==> images/final_congestion.png <==
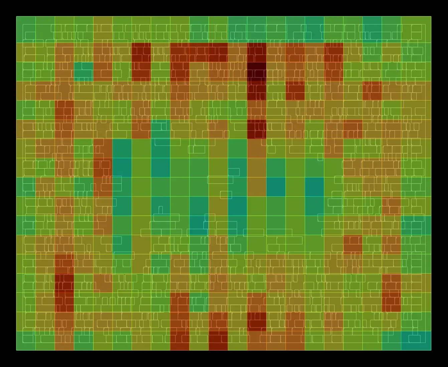
==> images/pins.png <==
Drawn at 3 px/µm. Pins as bars across the die edge, other pins in gray.
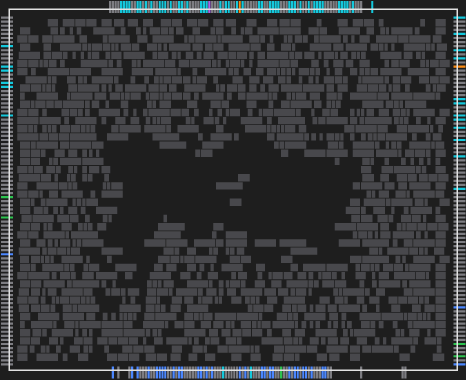
==> images/met3.png <==
Drawn at 3 px/µm.
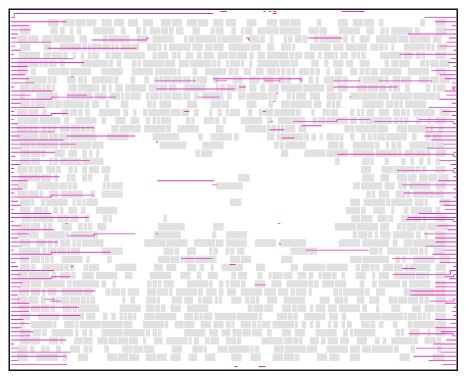
==> src/rtl/cpu_defs.sv <==
// cpu_defs: shared core types and constants for the 5-stage MIPS pipeline.
package cpu_defs;
    typedef logic        Bit_t;
    typedef logic [4:0]  Reg_addr_t;
    typedef logic [31:0] Word_t;
    typedef logic [63:0] DWord_t;
    typedef logic [1:0]  Acc_cnt_t;
    typedef logic [7:0]  Aluop_t;

    localparam Bit_t      ENABLE       = 1'b1;
    localparam Bit_t      DISABLE      = 1'b0;
    localparam Reg_addr_t REG_ZERO     = 5'd0;
    localparam Word_t     ZERO_WORD    = 32'd0;
    localparam DWord_t    ZERO_DWORD   = 64'd0;
    localparam Acc_cnt_t  ACC_CNT_IDLE = 2'd0;
    localparam Aluop_t    EXE_NOP_OP   = 8'h00;
endpackage

==> src/rtl/ex_mem.sv <==
// ex_mem: EX/MEM pipeline register plus the MADD/MSUB accumulate state fed back to EX.
// Define EX_MEM_MEMOP_EN to also carry the load/store aluop, address and write data.
module ex_mem
    import cpu_defs::*;
#(
    parameter int CNT_W = 2
) (
    input  logic             clk,
    input  logic             rst,
    input  logic             stall_ex_i,
    input  logic             stall_mem_i,
    input  logic             flush_i,
    input  logic             wreg_write_i,
    input  logic [4:0]       wreg_addr_i,
    input  logic [31:0]      wreg_data_i,
    input  logic             whilo_i,
    input  logic [31:0]      hi_i,
    input  logic [31:0]      lo_i,
    input  logic [63:0]      hilo_temp_i,
    input  logic [CNT_W-1:0] cnt_i,
`ifdef EX_MEM_MEMOP_EN
    input  logic [7:0]       aluop_i,
    input  logic [31:0]      mem_addr_i,
    input  logic [31:0]      mem_wdata_i,
    output logic [7:0]       aluop_o,
    output logic [31:0]      mem_addr_o,
    output logic [31:0]      mem_wdata_o,
`endif
    output logic             wreg_write_o,
    output logic [4:0]       wreg_addr_o,
    output logic [31:0]      wreg_data_o,
    output logic             whilo_o,
    output logic [31:0]      hi_o,
    output logic [31:0]      lo_o,
    output logic [63:0]      hilo_temp_o,
    output logic [CNT_W-1:0] cnt_o
);
    typedef struct packed {
        Bit_t      wreg_write;
        Reg_addr_t wreg_addr;
        Word_t     wreg_data;
        Bit_t      whilo;
        Word_t     hi;
        Word_t     lo;
`ifdef EX_MEM_MEMOP_EN
        Aluop_t    aluop;
        Word_t     mem_addr;
        Word_t     mem_wdata;
`endif
    } pipe_t;

    pipe_t               r_pipe, w_in, w_clr;
    logic [63:0]         r_hilo_temp;
    logic [CNT_W-1:0]    r_cnt;

    always_comb begin
        w_in = '0;
        w_in.wreg_write = wreg_write_i;
        w_in.wreg_addr  = wreg_addr_i;
        w_in.wreg_data  = wreg_data_i;
        w_in.whilo      = whilo_i;
        w_in.hi         = hi_i;
        w_in.lo         = lo_i;
`ifdef EX_MEM_MEMOP_EN
        w_in.aluop      = aluop_i;
        w_in.mem_addr   = mem_addr_i;
        w_in.mem_wdata  = mem_wdata_i;
`endif
    end

    always_comb begin
        w_clr = '0;
        w_clr.wreg_write = DISABLE;
        w_clr.wreg_addr  = REG_ZERO;
        w_clr.wreg_data  = ZERO_WORD;
        w_clr.whilo      = DISABLE;
        w_clr.hi         = ZERO_WORD;
        w_clr.lo         = ZERO_WORD;
`ifdef EX_MEM_MEMOP_EN
        w_clr.aluop      = EXE_NOP_OP;
        w_clr.mem_addr   = ZERO_WORD;
        w_clr.mem_wdata  = ZERO_WORD;
`endif
    end

    // stall_mem_i alone (illegal) falls into the hold branch
    always_ff @(posedge clk) begin
        if (rst || flush_i) begin
            r_pipe      <= w_clr;
            r_hilo_temp <= ZERO_DWORD;
            r_cnt       <= CNT_W'(ACC_CNT_IDLE);
        end else if (stall_mem_i) begin
            r_pipe      <= r_pipe;
            r_hilo_temp <= r_hilo_temp;
            r_cnt       <= r_cnt;
        end else if (stall_ex_i) begin
            r_pipe      <= w_clr;
            r_hilo_temp <= hilo_temp_i;
            r_cnt       <= cnt_i;
        end else begin
            r_pipe      <= w_in;
            r_hilo_temp <= ZERO_DWORD;
            r_cnt       <= CNT_W'(ACC_CNT_IDLE);
        end
    end

    assign wreg_write_o = r_pipe.wreg_write;
    assign wreg_addr_o  = r_pipe.wreg_addr;
    assign wreg_data_o  = r_pipe.wreg_data;
    assign whilo_o      = r_pipe.whilo;
    assign hi_o         = r_pipe.hi;
    assign lo_o         = r_pipe.lo;
    assign hilo_temp_o  = r_hilo_temp;
    assign cnt_o        = r_cnt;
`ifdef EX_MEM_MEMOP_EN
    assign aluop_o      = r_pipe.aluop;
    assign mem_addr_o   = r_pipe.mem_addr;
    assign mem_wdata_o  = r_pipe.mem_wdata;
`endif

    a_stall_order: assert property (@(posedge clk) disable iff (rst) stall_mem_i |-> stall_ex_i);
endmodule

==> config.mk <==
export PLATFORM = sky130hd
export DESIGN_NAME = ex_mem
export DESIGN_NICKNAME = d
export VERILOG_FILES = /design/src/rtl/cpu_defs.sv /design/src/rtl/ex_mem.sv
export SDC_FILE = /design/constraint.sdc
export NUM_CORES = 1
export LEC_CHECK = 0
export CORE_ASPECT_RATIO = 0.8
export CORE_MARGIN = 2
export CORE_UTILIZATION = 40
export DETAILED_ROUTE_END_ITERATION = 16
export GPL_TIMING_DRIVEN = 0
export PLACE_DENSITY = 0.87
export SLEW_MARGIN = 20
export SYNTH_ARGS = -nofsm -noshare
export SYNTH_HDL_FRONTEND = slang
export SYNTH_SLANG_ARGS = --single-unit
==> constraint.sdc <==
create_clock -name clk -period 1.4 [get_ports clk]
set_input_delay 0.28 -clock clk [delete_from_list [all_inputs] [get_ports clk]]
set_output_delay 0.28 -clock clk [all_outputs]
set_load 0.02 [all_outputs]
==> qor.txt <==
Antenna diodes -> 0
Pre-antenna DRT Iters -> 5
Pre-Place Util -> 40.7%
Adder Area Share -> 0%
Distinct lib cells used -> 12
RR Startpoint -> hilo_temp_o[50]$_SDFFE_PP0N_
Core ar. -> 16500 µm²
Worst hold slack -> 228 ps
Final Routed Wirelength -> 22.7 mm
WP data arrival -> 1080 ps
DR WL/cell -> 16.9 µm
RSZ-0062 raised after global routing -> no
Sink Count -> 169
Post-DP HPWL -> 16.7 mm
Critical Path End Type -> primary output
Run status -> completed
Pwr dens -> 1020 nW/µm²
# DRC -> 0
First-pass GRT wire length -> 34.7 mm
Highest clock rate -> 0.737 GHz
Final number of setup-violating endpoints -> 0
Reg2reg setup slack -> 740 ps
LEAKAGE -> 0.00394 µW
Nets -> 1283
Via Count -> 6676
Crit path to -> hilo_temp_o[7]
CP startpoint kind -> register
Syn Inst Count -> 751
Detailed Route Iter0 Violations -> 369
CTS root buffer -> clkbuf_16
Clk pin slew, worst setup/hold paths -> 70 ps
Post-synth seq share -> 50.4%
Min cycle time layout -> 1360 ps
MUX area fraction -> 0%
Notes on final_congestion.png above:
grt peak-use layer: met2
final core occ: 64.1%
GR Layer Usage met1: 30.8%
aggregate global-route resource usage: 24.9%

Notes on pins.png above:
Key: green = `wreg_addr_o` [pins 5, direction output, edge 2 east, 2 west, 1 south]; blue = `hi_o` [pins 32, direction output, edge 29 south, 2 east, 1 west]; cyan = `hilo_temp_o` [pins 64, direction output, edge 44 north, 12 east, 6 west, 2 south]; purple = `flush_i` [pins 1, direction input, edge north]; orange = `cnt_o` [pins 2, direction output, edge 1 north, 1 east]
Die H: 120 µm
Die W: 149 µm
Port Buf Inserts: 340

Notes on met3.png above:
The layer carries 1860 µm of wire. The wires run mostly horizontal. The layer holds 8.2% of the routed length. The longest straight run is 66.2 µm. 198 nets have wire on it.

## layer usage
metal  vias up  track usage (%)  share of wire (%)
met3        29             8.02                8.2
met4         0             7.26                1.7
met5         -                0                  0
met2       255             41.7                 48
li1       3286                -                  -
met1      3106             30.8                 42
## per-stage QoR
step	utilization (%)	area (µm²)	TNS, ps	worst slack, ps
after floorplan	-	6710	0	252
after global placement	63.0	10400	-71040	-599
after detailed placement	63.0	10400	-70240	-612
after CTS	65.6	10800	0	0.0429
after global routing	64.1	10600	0	0.00810
final	64.1	10600	0	42.4
## where the power goes
part / leakage (µW) / internal, µW / switching [µW]
sequential: 0.00137 / 4900 / 50.6
combinational: 0.00231 / 773 / 638
clock: 0.000265 / 2370 / 2100
total: 0.00394 / 8050 / 2790
## kinds of logic after synthesis
kind of cell           after synthesis
flip-flops                         169
buffers and inverters               74
AND/OR/NAND/NOR                    339
AND-OR/OR-AND                      169
## layout by cell type, fill, tap and decap left out
cell / n
dfxtp_2: 1
clkdlybuf4s50_1: 171
clkbuf_1: 21
buf_4: 9
nand3b_1: 66
or3b_1: 92
clkbuf_16: 17
or2_1: 1
buf_6: 14
nand2_1: 169
clkbuf_2: 78
clkinv_2: 1
clkbuf_8: 1
clkinvlp_4: 3
inv_6: 1
dfxtp_1: 168
clkinv_4: 5
clkbuf_4: 1
clkdlybuf4s15_2: 9
dlygate4sd2_1: 6
clkdlybuf4s15_1: 79
buf_2: 26
a21oi_1: 169
or3b_2: 11
inv_8: 3
## cells in the mapped netlist
cell type,n,area (µm²)
a21oi_1,169,846
dfxtp_1,169,3380
nand2_1,169,634
or3b_1,92,806
nand3b_1,66,495
buf_2,26,130
clkbuf_1,25,93.8
buf_6,14,158
or3b_2,11,96.3
buf_4,7,52.6
buf_1,2,7.51
or2_1,1,6.26
## repair_timing
action,in CTS,in global routing
resized,241,189
buffers inserted,0,0
endpoints found under the setup margin,253,163
## layout make-up
type / count / area (µm²) / area share, %
sequential: 169 / 3380 / 32.0
timing repair buffer: 340 / 3030 / 28.6
clock inverter: 13 / 114 / 1.08
clock buffer: 19 / 443 / 4.18
buffer: 73 / 453 / 4.28
tap: 220 / 275 / 2.60
multi-input combinational: 508 / 2880 / 27.2
## flip-flops by register name, summed over array words and instances (netlist names)
register and count:
hilo_temp_o 64, wreg_write_o 1, lo_o 32, whilo_o 1, wreg_data_o 32, hi_o 32
cnt_o 2, wreg_addr_o 5
## worst min path at each step
stage | end | slack (ps) | cells past startpoint
after floorplan | cnt_o[0]$_SDFFE_PP0N_ | 450 | 2
after global placement | lo_o[15]$_SDFFE_PP0N_ | 450 | 2
after detailed placement | hilo_temp_o[51]$_SDFFE_PP0N_ | 450 | 2
after CTS | wreg_addr_o[0]$_SDFFE_PP0N_ | 210 | 3
after global routing | wreg_addr_o[2]$_SDFFE_PP0N_ | 200 | 3
final | wreg_addr_o[0]$_SDFFE_PP0N_ | 230 | 3
Power and IR drop assume default switching activity.
